$ cat src/rtl/rx_buffer_pkg.sv
// Shared UART codec definitions: frame geometry, timeout default and FSM state encoding.
// Also used by the transmit-side serializer, so frame geometry must stay in sync with it.
package rx_buffer_pkg;

  localparam int unsigned BYTES_DEFAULT          = 16;
  localparam int unsigned DATA_W_DEFAULT         = 8 * BYTES_DEFAULT;
  localparam int unsigned TIMEOUT_CYCLES_DEFAULT = 50000;

  localparam logic [1:0] IDLE    = 2'd0;
  localparam logic [1:0] COLLECT = 2'd1;
  localparam logic [1:0] FULL    = 2'd2;

  typedef enum logic [1:0] {
    StIdle    = IDLE,
    StCollect = COLLECT,
    StFull    = FULL
  } state_e;

endpackage

$ cat src/rtl/rx_buffer_if.sv
// Character-in / word-out bundle of the receive frame assembler.
interface rx_buffer_if #(
  parameter int unsigned BYTES = rx_buffer_pkg::BYTES_DEFAULT
);
  localparam int unsigned DATA_W = 8 * BYTES;

  logic              rx_done;
  logic [7:0]        data_rx;
  logic              in_ready;
  logic              ovf_clr;
  logic              in_en;
  logic [DATA_W-1:0] in_data;
  logic              busy;
  logic              overflow;
  logic              timeout;

  modport master (
    output rx_done, data_rx, in_ready, ovf_clr,
    input  in_en, in_data, busy, overflow, timeout
  );

  modport slave (
    input  rx_done, data_rx, in_ready, ovf_clr,
    output in_en, in_data, busy, overflow, timeout
  );

endinterface

$ cat src/rtl/rx_gap_timer.sv
// Inter-character gap counter: pulses expire once the gap reaches CYCLES-1 while active.
module rx_gap_timer #(
  parameter int unsigned CYCLES = rx_buffer_pkg::TIMEOUT_CYCLES_DEFAULT
) (
  input  logic clk,
  input  logic rstn,
  input  logic active,
  input  logic restart,
  output logic expire
);
  localparam int unsigned CntW = (CYCLES > 1) ? $clog2(CYCLES) : 1;

  logic [CntW-1:0] cnt_q;

  always_ff @(posedge clk or negedge rstn) begin
    if (!rstn) begin
      cnt_q <= '0;
    end else if (restart || !active) begin
      cnt_q <= '0;
    end else if (!expire) begin
      cnt_q <= cnt_q + 1'b1;
    end
  end

  assign expire = active && (cnt_q == CntW'(CYCLES - 1));

endmodule

$ cat src/rtl/rx_buffer.sv
// Receive frame assembler: packs BYTES characters (first one in the MSBs) into one word.
// Optional inter-byte timeout under macro RX_TIMEOUT_EN.
module rx_buffer
  import rx_buffer_pkg::*;
#(
  parameter int unsigned BYTES          = BYTES_DEFAULT,
  parameter int unsigned TIMEOUT_CYCLES = TIMEOUT_CYCLES_DEFAULT
) (
  input logic        clk,
  input logic        rstn,
  rx_buffer_if.slave bus
);
  localparam int unsigned DATA_W = 8 * BYTES;
  localparam int unsigned CW     = $clog2(BYTES);

  state_e            state_q;
  logic [CW-1:0]     count_q;
  logic [DATA_W-1:0] shreg_q;
  logic [DATA_W-1:0] in_data_q;
  logic              in_en_q;
  logic              overflow_q;
  logic              timeout_q;
  logic [DATA_W-1:0] shift_next;
  logic              expire;
  logic              gap_hit;

  assign shift_next = {shreg_q[DATA_W-9:0], bus.data_rx};

`ifdef RX_TIMEOUT_EN
  rx_gap_timer #(
    .CYCLES (TIMEOUT_CYCLES)
  ) u_gap_timer (
    .clk     (clk),
    .rstn    (rstn),
    .active  (state_q == StCollect),
    .restart (bus.rx_done),
    .expire  (expire)
  );
`else
  assign expire = 1'b0;
`endif

  // A character arriving in the expiry cycle keeps the frame alive.
  assign gap_hit = expire && !bus.rx_done;

  always_ff @(posedge clk or negedge rstn) begin
    if (!rstn) begin
      state_q    <= StIdle;
      count_q    <= '0;
      shreg_q    <= '0;
      in_data_q  <= '0;
      in_en_q    <= 1'b0;
      overflow_q <= 1'b0;
      timeout_q  <= 1'b0;
    end else begin
      timeout_q <= 1'b0;
      if (bus.ovf_clr) overflow_q <= 1'b0;
      unique case (state_q)
        StIdle, StCollect: begin
          if (bus.rx_done) begin
            shreg_q <= shift_next;
            if (count_q == CW'(BYTES - 1)) begin
              in_data_q <= shift_next;
              in_en_q   <= 1'b1;
              count_q   <= '0;
              state_q   <= StFull;
            end else begin
              count_q <= count_q + 1'b1;
              state_q <= StCollect;
            end
          end else if (gap_hit) begin
            count_q   <= '0;
            shreg_q   <= '0;
            state_q   <= StIdle;
            timeout_q <= 1'b1;
          end
        end
        StFull: begin
          if (bus.in_ready) begin
            in_en_q <= 1'b0;
            if (bus.rx_done) begin
              // Accepted word and first byte of the next frame share this edge.
              shreg_q <= {{(DATA_W-8){1'b0}}, bus.data_rx};
              count_q <= CW'(1);
              state_q <= StCollect;
            end else begin
              state_q <= StIdle;
            end
          end else if (bus.rx_done) begin
            overflow_q <= 1'b1;
          end
        end
        default: state_q <= StIdle;
      endcase
    end
  end

  assign bus.in_en    = in_en_q;
  assign bus.in_data  = in_data_q;
  assign bus.busy     = (state_q != StIdle);
  assign bus.overflow = overflow_q;
  assign bus.timeout  = timeout_q;

endmodule

$ cat src/flat_wrapper.sv
// flat-port wrapper written by rule: the top's interface ports become plain ports
module rx_buffer_flat import rx_buffer_pkg::*;
#(
  parameter int unsigned BYTES          = BYTES_DEFAULT,
  parameter int unsigned TIMEOUT_CYCLES = TIMEOUT_CYCLES_DEFAULT
)
  (clk, rstn, bus_rx_done, bus_data_rx, bus_in_ready, bus_ovf_clr, bus_in_en, bus_in_data, bus_busy, bus_overflow, bus_timeout);
  rx_buffer_if #(.BYTES(BYTES)) bus_i ();
  input logic clk;
  input logic rstn;
  input wire logic [$bits(bus_i.rx_done)-1:0] bus_rx_done;
  input wire logic [$bits(bus_i.data_rx)-1:0] bus_data_rx;
  input wire logic [$bits(bus_i.in_ready)-1:0] bus_in_ready;
  input wire logic [$bits(bus_i.ovf_clr)-1:0] bus_ovf_clr;
  output wire logic [$bits(bus_i.in_en)-1:0] bus_in_en;
  output wire logic [$bits(bus_i.in_data)-1:0] bus_in_data;
  output wire logic [$bits(bus_i.busy)-1:0] bus_busy;
  output wire logic [$bits(bus_i.overflow)-1:0] bus_overflow;
  output wire logic [$bits(bus_i.timeout)-1:0] bus_timeout;
  assign bus_i.rx_done = bus_rx_done;
  assign bus_i.data_rx = bus_data_rx;
  assign bus_i.in_ready = bus_in_ready;
  assign bus_i.ovf_clr = bus_ovf_clr;
  assign bus_in_en = bus_i.in_en;
  assign bus_in_data = bus_i.in_data;
  assign bus_busy = bus_i.busy;
  assign bus_overflow = bus_i.overflow;
  assign bus_timeout = bus_i.timeout;
  rx_buffer #(.BYTES(BYTES), .TIMEOUT_CYCLES(TIMEOUT_CYCLES)) u_core (.clk(clk), .rstn(rstn), .bus(bus_i));
endmodule
$ cat config.mk
export PLATFORM = sky130hd
export DESIGN_NAME = rx_buffer_flat
export DESIGN_NICKNAME = d
export VERILOG_FILES = /design/src/rtl/rx_buffer_pkg.sv /design/src/rtl/rx_buffer_if.sv /design/src/rtl/rx_gap_timer.sv /design/src/rtl/rx_buffer.sv /design/src/flat_wrapper.sv
export SDC_FILE = /design/constraint.sdc
export NUM_CORES = 1
export LEC_CHECK = 0
export CORE_UTILIZATION = 58
export DETAILED_ROUTE_END_ITERATION = 12
export HOLD_SLACK_MARGIN = 0.12
export PLACE_DENSITY = 0.86
export RECOVER_POWER = 25
export SLEW_MARGIN = 0
export SYNTH_ARGS = -nofsm -noshare
export SYNTH_HDL_FRONTEND = slang
export SYNTH_SLANG_ARGS = --single-unit
$ cat constraint.sdc
create_clock -name clk -period 3.6 [get_ports clk]
set_input_delay 0.54 -clock clk [delete_from_list [all_inputs] [get_ports clk]]
set_output_delay 0.54 -clock clk [all_outputs]
set_load 0.01 [all_outputs]
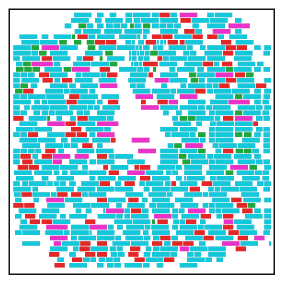
sizing.png
(2 px per um)
size	colour	cells	share
x3 and x4	red	110	15%
x6 and larger	magenta	38	5.2%
x2	green	44	6.0%
x1 and smaller	cyan	542	74%
area growth from synthesis to layout: 25.3%
setup ws final: 798 ps
number of non-clock buffers in the layout: 154

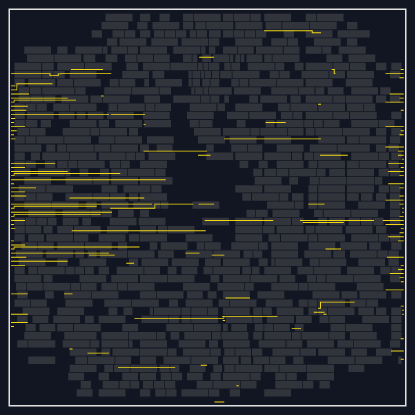
m3.png
(3 px per um) Cells faint in the background.
share of all routed wire	5.6%
main direction	horizontal
global routing usage on met3: 5.02%
detailed-route via count: 5448
final WL: 19700 um

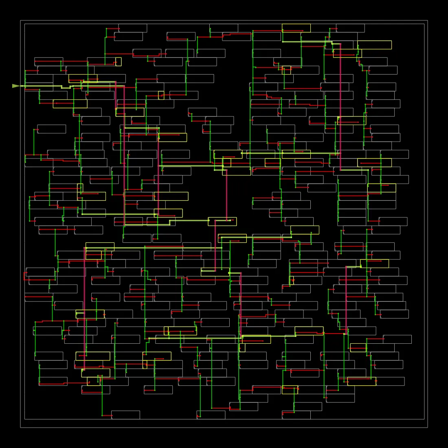
clock_nets.png
CTS sink cnt: 256
worst clock skew: 9.40 ps
Flop Count: 256
number of clock buffers in the layout: 32
clock network power consumption: 2780 uW

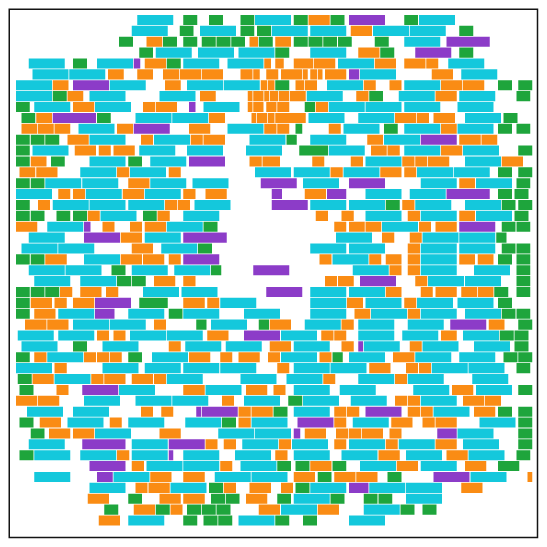
class_map.png
(4 px per um)
class	colour	cells
clock drivers and dummy loads	purple	44
remaining buffers and delay cells	green	154
registers	cyan	256
remaining logic cells	orange	280
utilization after layout: 74.0%
cell row count: 47
area of the core region: 16500 um2
sequential cell area share: 52.4%
summed area of non-filler cells in the final layout: 12200 um2

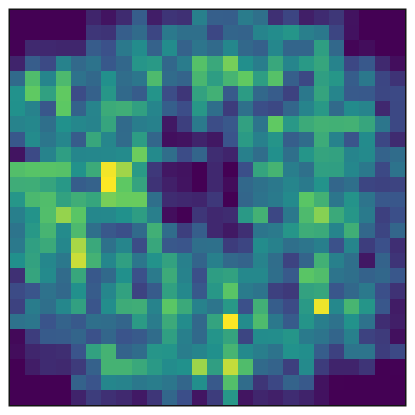
route_heat.png
(3 px per um) 26 x 26 tiles, from dark purple (low) to yellow (high), scaled to the fullest tile. Values are wire area over tile area, all layers added.
mean over tiles	0.18
nearly empty tiles	6.8%
fullest tile	0.49
wire length per cell: 20.7 um
total routing usage reported by global routing: 23.3%

==> ci_impl_report.md <==
### Flow metrics

| Metric | Value |
|---|---|
| Final HPWL DP | `12200 um` |
| # H-tree levels | `1` |
| Via density per instance | `5.71` |
| Multiplexer area fraction after synthesis | `19.5%` |
| Non-clock inverter total of the final layout | `4` |
| M2 GR Usage | `38.0%` |
| I/O pin cnt | `145` |
| DRT iter0 DRCs | `295` |
| Yosys top cell area share | `65.7%` |
| Die x size | `132 um` |
| Nets | `731` |
| End point of the critical path | `u_core.bus.in_data[101]` |
| DR WL met2 | `9600 um` |
| Yosys cell types | `32` |
| Proportion of cell area spent on the clock network | `7.26%` |
| Remaining max-slew budget at the tightest pin | `-13.1%` |
| Stage-log warning count | `28` |
| Post-route total power | `10600 uW` |
| IO Port Bufs | `143` |
| Start point of the worst hold path | `u_core.bus.in_data[1]` |
| DRT Pass-1 Iters | `4` |
| Portion of the layout cell area used by non-clock buffers | `12.6%` |
| Worst setup path start | `bus_rx_done` |
| Clk Tree Root Cell | `sky130_fd_sc_hd__clkbuf_16` |
| Number of logic gates | `276` |
| First-pass GRT wire length | `32200 um` |
| Antenna-violating nets left | `0` |
| CTS max path bufs | `3` |
| Gate count after technology mapping | `578` |
| Hold worst-path end | `u_core.bus.in_data[1]` |
| Worst min-delay path category | `register to register` |
| Critical Path Source Type | `input pin` |
| Initial antenna violation count | `0` |
| Dominant combinational family | `multiplexers` |
| Setup TNS | `0 ps` |
| Clock Power Share | `26.3%` |
| GRT Residual Overflow | `0` |
| Largest cell class by area | `sequential cells` |
| Launch instance of the worst register-to-register path | `u_core.count_q[0]` |
| Slew at the pin closest to its max-slew limit | `1700 ps` |
| Violated checks | `max-capacitance violations, max-slew violations` |
| RR Endpoint | `u_core.bus.in_data[101]` |
| Area share of fa/ha/maj cells after synthesis | `0.128%` |
| Compound Share, Synth | `10.9%` |
| Clk slew on worst S/H paths | `70 ps` |
| Critical path depth | `5` |
| Worst-path maximum fanout | `53` |
| Post-Place Cells | `909` |
| Number of max-capacitance violations reported | `1` |
| Shortest clock period the worst path allows after layout | `2800 ps` |
| Registers, synthesis | `256` |
| Synth Seq Share | `65.7%` |
| Max-slew violations | `54` |
| Largest area contributor in the synthesized netlist | `sky130_fd_sc_hd__dfrtp_1` |
| Power per Cell Area | `866 nW/um2` |
| Final Hold Vio Count | `0` |
| Group with the largest share of power | `registers` |
| LEAKAGE | `0.00601 uW` |
| Crit Path Class | `input pin to register` |
| Outcome | `finished with violations` |
| Power in sequential cells | `4700 uW` |
| Final Cycle Share | `77.8%` |
| GRT met1 Usage | `32.5%` |
| Post_cts resized | `0` |
| RSZ-0062 raised after global routing | `no` |
| AND/OR/NAND/NOR Cells, Area Fraction | `1.00%` |
| CP Data Required Time | `3980 ps` |
| Syn_area_per_cell | `16.9 um2` |
| Internal power | `7640 uW` |
| Vias in the first global route | `5760` |
| Data arrival time at the worst-slack endpoint | `3180 ps` |
| Non-filler instance count after layout | `954` |
| Ratio of cells with drive above 1 in the final layout | `26.2%` |
| Sequential fraction of design power | `44.4%` |
| Critical Path Sink Type | `register` |
| Worst hold path cell count | `1` |
| Number of buffers and inverters on the critical path | `2` |
| Syn Std Cell Area | `9760 um2` |
| Number of diodes | `0` |
| Net switching power figure | `2940 uW` |
| Highest attainable clock frequency | `0.357 GHz` |
| Clock Latency Late Sink | `500 ps` |
| Total of endpoints with negative setup slack in the final report | `0` |
| Detailed-route DRC error count | `0` |
| Count of buffers added by post-CTS timing repair for setup | `0` |
| Share of cell area taken by multi-input logic gates | `25.3%` |
| Combinational Power Share | `29.3%` |
| Placed instance area | `11300 um2` |
| Highest-utilization routing layer at the global route stage | `met2` |
| Highest metal layer with signal wires | `met4` |
| Comb group | `3100 uW` |
| Detailed-route wire length on metal 1 | `8740 um` |
## synthesized netlist by cell type (all sizes together)
library cell and number:
dfrtp 256, mux2 136, a22o 113, buf 29, clkbuf 13, inv 4
o21ai 4, nand2 2, nand2b 2, nand4 2, a211o 1, a211oi 1
a21o 1, a21oi 1, and3b 1, and4 1, conb 1, ha 1
nand3b 1, nand4b 1, nor2b 1, nor3 1, nor3b 1, o211ai 1
o31ai 1, o32ai 1, or2 1
## registers in the layout, indices dropped and copies added (netlist names)
register,flops
u_core.bus.in_en,1
u_core.state_q,2
u_core.bus.overflow,1
u_core.count_q,4
u_core.shreg_q,120
u_core.bus.in_data,128
Power and IR drop assume default switching activity.
